### config.mk
export PLATFORM = sky130hd
export DESIGN_NAME = button_press_classifier
export DESIGN_NICKNAME = d
export VERILOG_FILES = /design/src/rtl/btn_pkg.sv /design/src/rtl/button_press_classifier_gesture_timer.sv /design/src/rtl/button_press_classifier.sv
export SDC_FILE = /design/constraint.sdc
export NUM_CORES = 1
export LEC_CHECK = 0
export CAP_MARGIN = 0
export CORE_MARGIN = 10
export CORE_UTILIZATION = 45
export DETAILED_ROUTE_END_ITERATION = 7
export PLACE_DENSITY = 0.72
export SYNTH_ARGS = -nofsm -noshare
export SYNTH_HDL_FRONTEND = slang
export SYNTH_HIERARCHICAL = 1
export SYNTH_SLANG_ARGS = --single-unit
### constraint.sdc
create_clock -name clk -period 4 [get_ports clk]
set_input_delay 0.8 -clock clk [delete_from_list [all_inputs] [get_ports clk]]
set_output_delay 0.8 -clock clk [all_outputs]
set_load 0.05 [all_outputs]
### src/rtl/btn_pkg.sv
// Shared definitions for the push-button gesture classifier: state encoding,
// the gesture event type used by downstream UI FSMs, and a sizing helper.
package btn_pkg;

  localparam logic [2:0] ST_IDLE   = 3'd0;
  localparam logic [2:0] ST_PRESS1 = 3'd1;
  localparam logic [2:0] ST_WAIT2  = 3'd2;
  localparam logic [2:0] ST_PRESS2 = 3'd3;
  localparam logic [2:0] ST_HELD   = 3'd4;

  typedef enum logic [2:0] {
    S_IDLE   = ST_IDLE,
    S_PRESS1 = ST_PRESS1,
    S_WAIT2  = ST_WAIT2,
    S_PRESS2 = ST_PRESS2,
    S_HELD   = ST_HELD
  } state_e;

  typedef enum logic [2:0] {
    EV_NONE   = 3'd0,
    EV_SHORT  = 3'd1,
    EV_LONG   = 3'd2,
    EV_DOUBLE = 3'd3,
    EV_REPEAT = 3'd4
  } event_e;

  // Largest of three thresholds; sizes the shared gesture counter.
  function automatic int max3(input int a, input int b, input int c);
    int m;
    m = (a > b) ? a : b;
    return (m > c) ? m : c;
  endfunction

endpackage

### src/rtl/button_press_classifier_gesture_timer.sv
// Gesture timer: clearable, enabled up-counter with a terminal compare
// against the threshold of whichever state is currently timing.
module gesture_timer #(
  parameter int CNT_W = 8
) (
  input  logic             clk,
  input  logic             reset,
  input  logic             clr_i,
  input  logic             en_i,
  input  logic [CNT_W-1:0] term_val_i,
  output logic             term_o
);

  logic [CNT_W-1:0] cnt_q;
  logic [CNT_W-1:0] cnt_d;

  // Next count: clear wins over increment; idle states hold the value.
  always_comb begin
    cnt_d = cnt_q;
    if (clr_i) begin
      cnt_d = '0;
    end else if (en_i) begin
      cnt_d = cnt_q + 1'b1;
    end
  end

  // Count register.
  always_ff @(posedge clk) begin
    if (reset) begin
      cnt_q <= '0;
    end else begin
      cnt_q <= cnt_d;
    end
  end

  // The owning FSM always leaves the state (or clears) on the terminal
  // cycle, so the counter never runs past the threshold and never wraps.
  assign term_o = en_i && (cnt_q == term_val_i);

endmodule

### src/rtl/button_press_classifier.sv
// Push-button gesture classifier: turns a debounced, clk-synchronous button
// level into one-cycle short / long / double (and optional repeat) events.
// Optional feature: define AUTO_REPEAT_EN to emit repeat_pulse every
// REPEAT_CYCLES while the button stays held after a long press.
module button_press_classifier
  import btn_pkg::*;
#(
  parameter int LONG_CYCLES   = 100_000_000,
  parameter int DCLICK_CYCLES = 30_000_000,
  parameter int REPEAT_CYCLES = 20_000_000
) (
  input  logic clk,
  input  logic reset,
  input  logic btn_in,
  output logic short_pulse,
  output logic long_pulse,
  output logic double_pulse,
  output logic repeat_pulse,
  output logic busy
);

  localparam int CNT_W = $clog2(max3(LONG_CYCLES, DCLICK_CYCLES, REPEAT_CYCLES));

  localparam logic [CNT_W-1:0] LONG_TERM   = CNT_W'(LONG_CYCLES - 1);
  localparam logic [CNT_W-1:0] DCLICK_TERM = CNT_W'(DCLICK_CYCLES - 1);
`ifdef AUTO_REPEAT_EN
  localparam logic [CNT_W-1:0] REPEAT_TERM = CNT_W'(REPEAT_CYCLES - 1);
`endif

  state_e           state_q;
  state_e           state_d;
  event_e           ev_d;
  logic             btn_prev_q;
  logic             short_q;
  logic             long_q;
  logic             double_q;
  logic             busy_q;
  logic             rise;
  logic             fall;
  logic             tmr_clr;
  logic             tmr_en;
  logic             tmr_term;
  logic [CNT_W-1:0] term_val;

  assign rise = btn_in & ~btn_prev_q;
  assign fall = ~btn_in & btn_prev_q;

  // Timer enable and threshold depend only on the current state, which keeps
  // the terminal flag free of any combinational loop through the FSM.
  always_comb begin
    tmr_en   = 1'b0;
    term_val = '0;
    case (state_q)
      S_PRESS1: begin
        tmr_en   = 1'b1;
        term_val = LONG_TERM;
      end
      S_WAIT2: begin
        tmr_en   = 1'b1;
        term_val = DCLICK_TERM;
      end
`ifdef AUTO_REPEAT_EN
      S_HELD: begin
        tmr_en   = 1'b1;
        term_val = REPEAT_TERM;
      end
`endif
      default: begin
        tmr_en   = 1'b0;
        term_val = '0;
      end
    endcase
  end

  // Next state and gesture event; edges take priority over timeouts.
  always_comb begin
    state_d = state_q;
    ev_d    = EV_NONE;
    case (state_q)
      S_IDLE: begin
        if (rise) state_d = S_PRESS1;
      end
      S_PRESS1: begin
        if (fall) begin
          state_d = S_WAIT2;
        end else if (tmr_term) begin
          state_d = S_HELD;
          ev_d    = EV_LONG;
        end
      end
      S_WAIT2: begin
        if (rise) begin
          state_d = S_PRESS2;
        end else if (tmr_term) begin
          state_d = S_IDLE;
          ev_d    = EV_SHORT;
        end
      end
      S_PRESS2: begin
        if (fall) begin
          state_d = S_IDLE;
          ev_d    = EV_DOUBLE;
        end
      end
      S_HELD: begin
`ifdef AUTO_REPEAT_EN
        if (fall) begin
          state_d = S_IDLE;
        end else if (tmr_term) begin
          ev_d = EV_REPEAT;
        end
`else
        if (fall) state_d = S_IDLE;
`endif
      end
      default: begin
        state_d = S_IDLE;
      end
    endcase
  end

  // Counter restarts on every state change and after each auto-repeat.
  assign tmr_clr = (state_d != state_q) || (ev_d == EV_REPEAT);

  gesture_timer #(
    .CNT_W (CNT_W)
  ) u_timer (
    .clk        (clk),
    .reset      (reset),
    .clr_i      (tmr_clr),
    .en_i       (tmr_en),
    .term_val_i (term_val),
    .term_o     (tmr_term)
  );

`ifdef AUTO_REPEAT_EN
  logic repeat_q;
`endif

  // FSM state, edge history and registered one-cycle event outputs. The
  // edge history loads the live level in reset so a button held through
  // reset produces no rise until it has been released.
  always_ff @(posedge clk) begin
    btn_prev_q <= btn_in;
    if (reset) begin
      state_q  <= S_IDLE;
      short_q  <= 1'b0;
      long_q   <= 1'b0;
      double_q <= 1'b0;
      busy_q   <= 1'b0;
`ifdef AUTO_REPEAT_EN
      repeat_q <= 1'b0;
`endif
    end else begin
      state_q  <= state_d;
      short_q  <= (ev_d == EV_SHORT);
      long_q   <= (ev_d == EV_LONG);
      double_q <= (ev_d == EV_DOUBLE);
      busy_q   <= (state_d != S_IDLE);
`ifdef AUTO_REPEAT_EN
      repeat_q <= (ev_d == EV_REPEAT);
`endif
    end
  end

  assign short_pulse  = short_q;
  assign long_pulse   = long_q;
  assign double_pulse = double_q;
  assign busy         = busy_q;
`ifdef AUTO_REPEAT_EN
  assign repeat_pulse = repeat_q;
`else
  assign repeat_pulse = 1'b0;
`endif

endmodule

**Run 1: met1 routing**

Bar = 20 um.
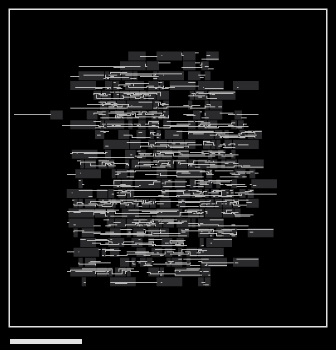
longest straight run: 19.3 um
wire length on this layer: 2,010 um
main direction: horizontal
nets with wire on the layer: 240
share of all routed wire: 48%
vias: 1,724
Routed WL: 4230 um

**Run 1: metal 2**

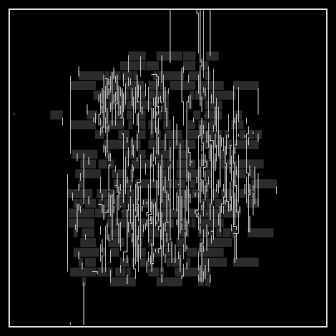
share of all routed wire: 46%
wire length on this layer: 1,950 um
nets with wire on the layer: 204
main direction: vertical
longest straight run: 26.9 um
met2 Use GR: 0.176

==> impl_metrics.json, run 1 <==
{
  "status": "completed",
  "power_w": 0.000674,
  "grt_pass1_vias": 1537,
  "layout_top_cells": "dfxtp_1 (35), xnor2_1 (34), nor2_1 (20)",
  "area_growth_pct": 7.80,
  "grtUsageMet1": 0.146,
  "grt_pass1_wl_um": 7200,
  "cpMaxStageDelayCell": "dfxtp_1",
  "topCellsByArea": "dfxtp_1 (34%), xnor2_1 (15%), nand4_1 (4.9%)",
  "numCtsBuffers": 5,
  "worst-endpoint-arrival_ns": 3.73,
  "openroad.warnings": 26,
  "buffer_area_frac": 0.0339,
  "comb_cells": 196,
  "largest_cell_class": "logic gates",
  "ys_top_logic_family": "simple AND/OR/NAND/NOR gates",
  "grt-ovfl-total": 0,
  "synth_area_um2": 2050,
  "ys_sh_mux": 0.0195,
  "die_y_um": 87.5,
  "xor_share": 0.166,
  "finalHoldViolCount": 0
}
**Run 1: M3 wires**

Bar = 20 um.
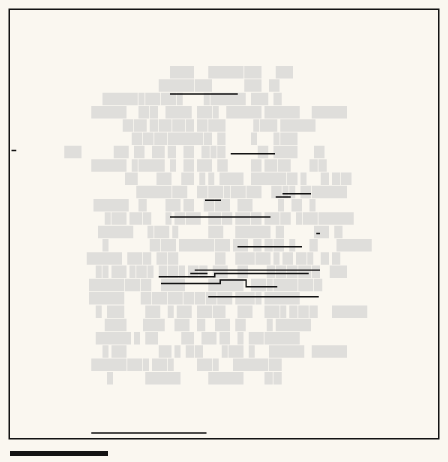
main direction: horizontal
share of all routed wire: 4.7%
wire length on this layer: 198 um
nets with wire on the layer: 11
longest straight run: 25.3 um
grt met3 use: 0.0325

**Run 1: register map, names as in the netlist**

Other sequential cells in the stronger gray, the rest of the logic in the fainter gray.
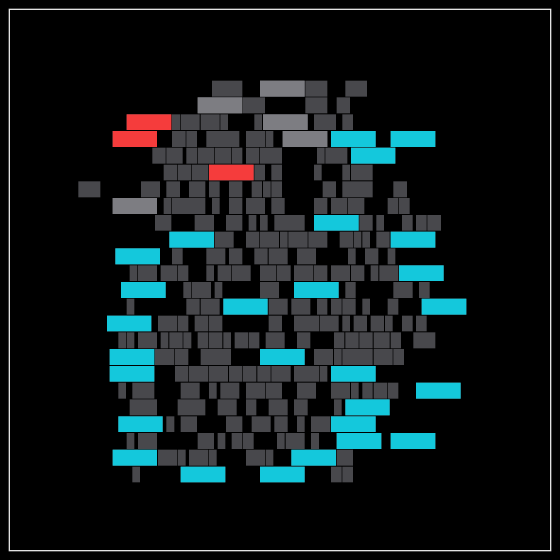
[state_q] red | flops: 3
[u_timer/cnt_q] cyan | flops: 27
not colored: 5
sequential logic power: 0.000357 W
sequential cell area share: 0.317
register area: 701 um2

[run 1: path summary, 6_finish.rpt]
| check | end | startpoint | slack [ns] | depth (start not counted) |
|---|---|---|---|---|
| setup / recovery | u_timer/cnt_q[7] | state_q[0] | 0.42 | 12 |
| hold / removal | u_timer/cnt_q[26] | u_timer/cnt_q[26] | 0.51 | 2 |
| setup reg to reg | u_timer/cnt_q[7] | state_q[0] | 0.42 | 12 |
| hold reg to reg | u_timer/cnt_q[26] | u_timer/cnt_q[26] | 0.51 | 2 |
[run 1: flip-flops by register name (all words and copies together), names as in the netlist]
name / cells
btn_prev_q: 1
busy: 1
double_pulse: 1
long_pulse: 1
short_pulse: 1
state_q: 3
u_timer/cnt_q: 27
==> run 2, diff against run 1 <==
--- a/config.mk
+++ b/config.mk
@@ -9,6 +9,7 @@
 export CORE_MARGIN = 10
 export CORE_UTILIZATION = 45
 export DETAILED_ROUTE_END_ITERATION = 7
+export HOLD_SLACK_MARGIN = 0.1
 export PLACE_DENSITY = 0.72
 export SYNTH_ARGS = -nofsm -noshare
 export SYNTH_HDL_FRONTEND = slang
**Run 2: met1 routing**

Bar = 20 um.
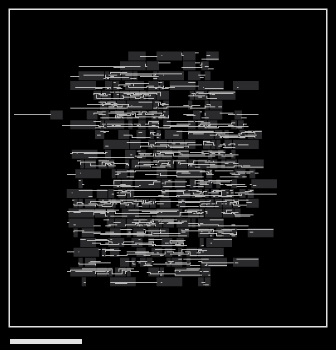
main direction: horizontal
share of all routed wire: 48%
wire length on this layer: 2,010 um
longest straight run: 19.3 um
met1 Use GR: 0.146

==> run 2 against run 1 <==
  * Power stayed put
  * Maximum frequency stayed put
  * Critical path type unchanged
  * Design area stayed put
  * Cell count stayed put
  * Combinational power hardly changed
  * Clock skew stayed put
  * Area after synthesis stayed put
  * Hold slack stayed put
  * Die size stayed put
  * Register-to-register slack hardly changed
  * First-iteration DRC count stayed put
  * Critical path depth stayed put
==> impl_metrics.json, run 2 <==
{
  "topCellsByArea": "dfxtp_1 (34%), xnor2_1 (15%), nand4_1 (4.9%)",
  "p_seq_w": 0.000357,
  "die_y_um": 87.5,
  "openroad.warnings": 26,
  "seq_area_um2": 701,
  "grt-ovfl-total": 0,
  "buffer_area_frac": 0.0339,
  "num_vias": 1724,
  "synth_warnings": 6,
  "largest_cell_class": "logic gates",
  "grt_util_met2": 0.176,
  "largest_reg_flops": 27,
  "grt_pass1_wl_um": 7200,
  "antenna_found_initial": 0,
  "ys_top_logic_family": "simple AND/OR/NAND/NOR gates",
  "status": "completed",
  "xor_share": 0.166,
  "synth_area_um2": 2050,
  "regMostFlops": "u_timer/cnt_q",
  "grt_use_met3": 0.0325,
  "finalHoldViolCount": 0,
  "power_w": 0.000674,
  "cpMaxStageDelayCell": "dfxtp_1",
  "layout_top_cells": "dfxtp_1 (35), xnor2_1 (34), nor2_1 (20)",
  "worst-endpoint-arrival_ns": 3.73,
  "grt_pass1_vias": 1537,
  "comb_cells": 196,
  "seq_area_frac": 0.317,
  "p_switching_w": 0.000171
}
==> run 2: cell counts in the layout (fill, tap and decap cells not counted) <==
No cell type changed its count.
==> run 2: worst paths after layout <==
path	startpoint	endpoint	slack, ns	cells past startpoint
max	state_q[0]	u_timer/cnt_q[7]	0.42	12
min	u_timer/cnt_q[26]	u_timer/cnt_q[26]	0.51	2
max reg2reg	state_q[0]	u_timer/cnt_q[7]	0.42	12
min reg2reg	u_timer/cnt_q[26]	u_timer/cnt_q[26]	0.51	2
==> run 2: cell families (layout without fill, tap and decap cells) <==
group / Yosys count / in the layout
XOR/XNOR: 39 / 39
other: 1 / 6
AND/OR/NAND/NOR: 113 / 113
adder cells (fa/ha/maj): 1 / 1
multiplexers: 4 / 4
flip-flops: 35 / 35
AND-OR/OR-AND: 33 / 33
buffers and inverters: 18 / 20
Power figures rest on the tool's default switching activity, not on a simulated workload.
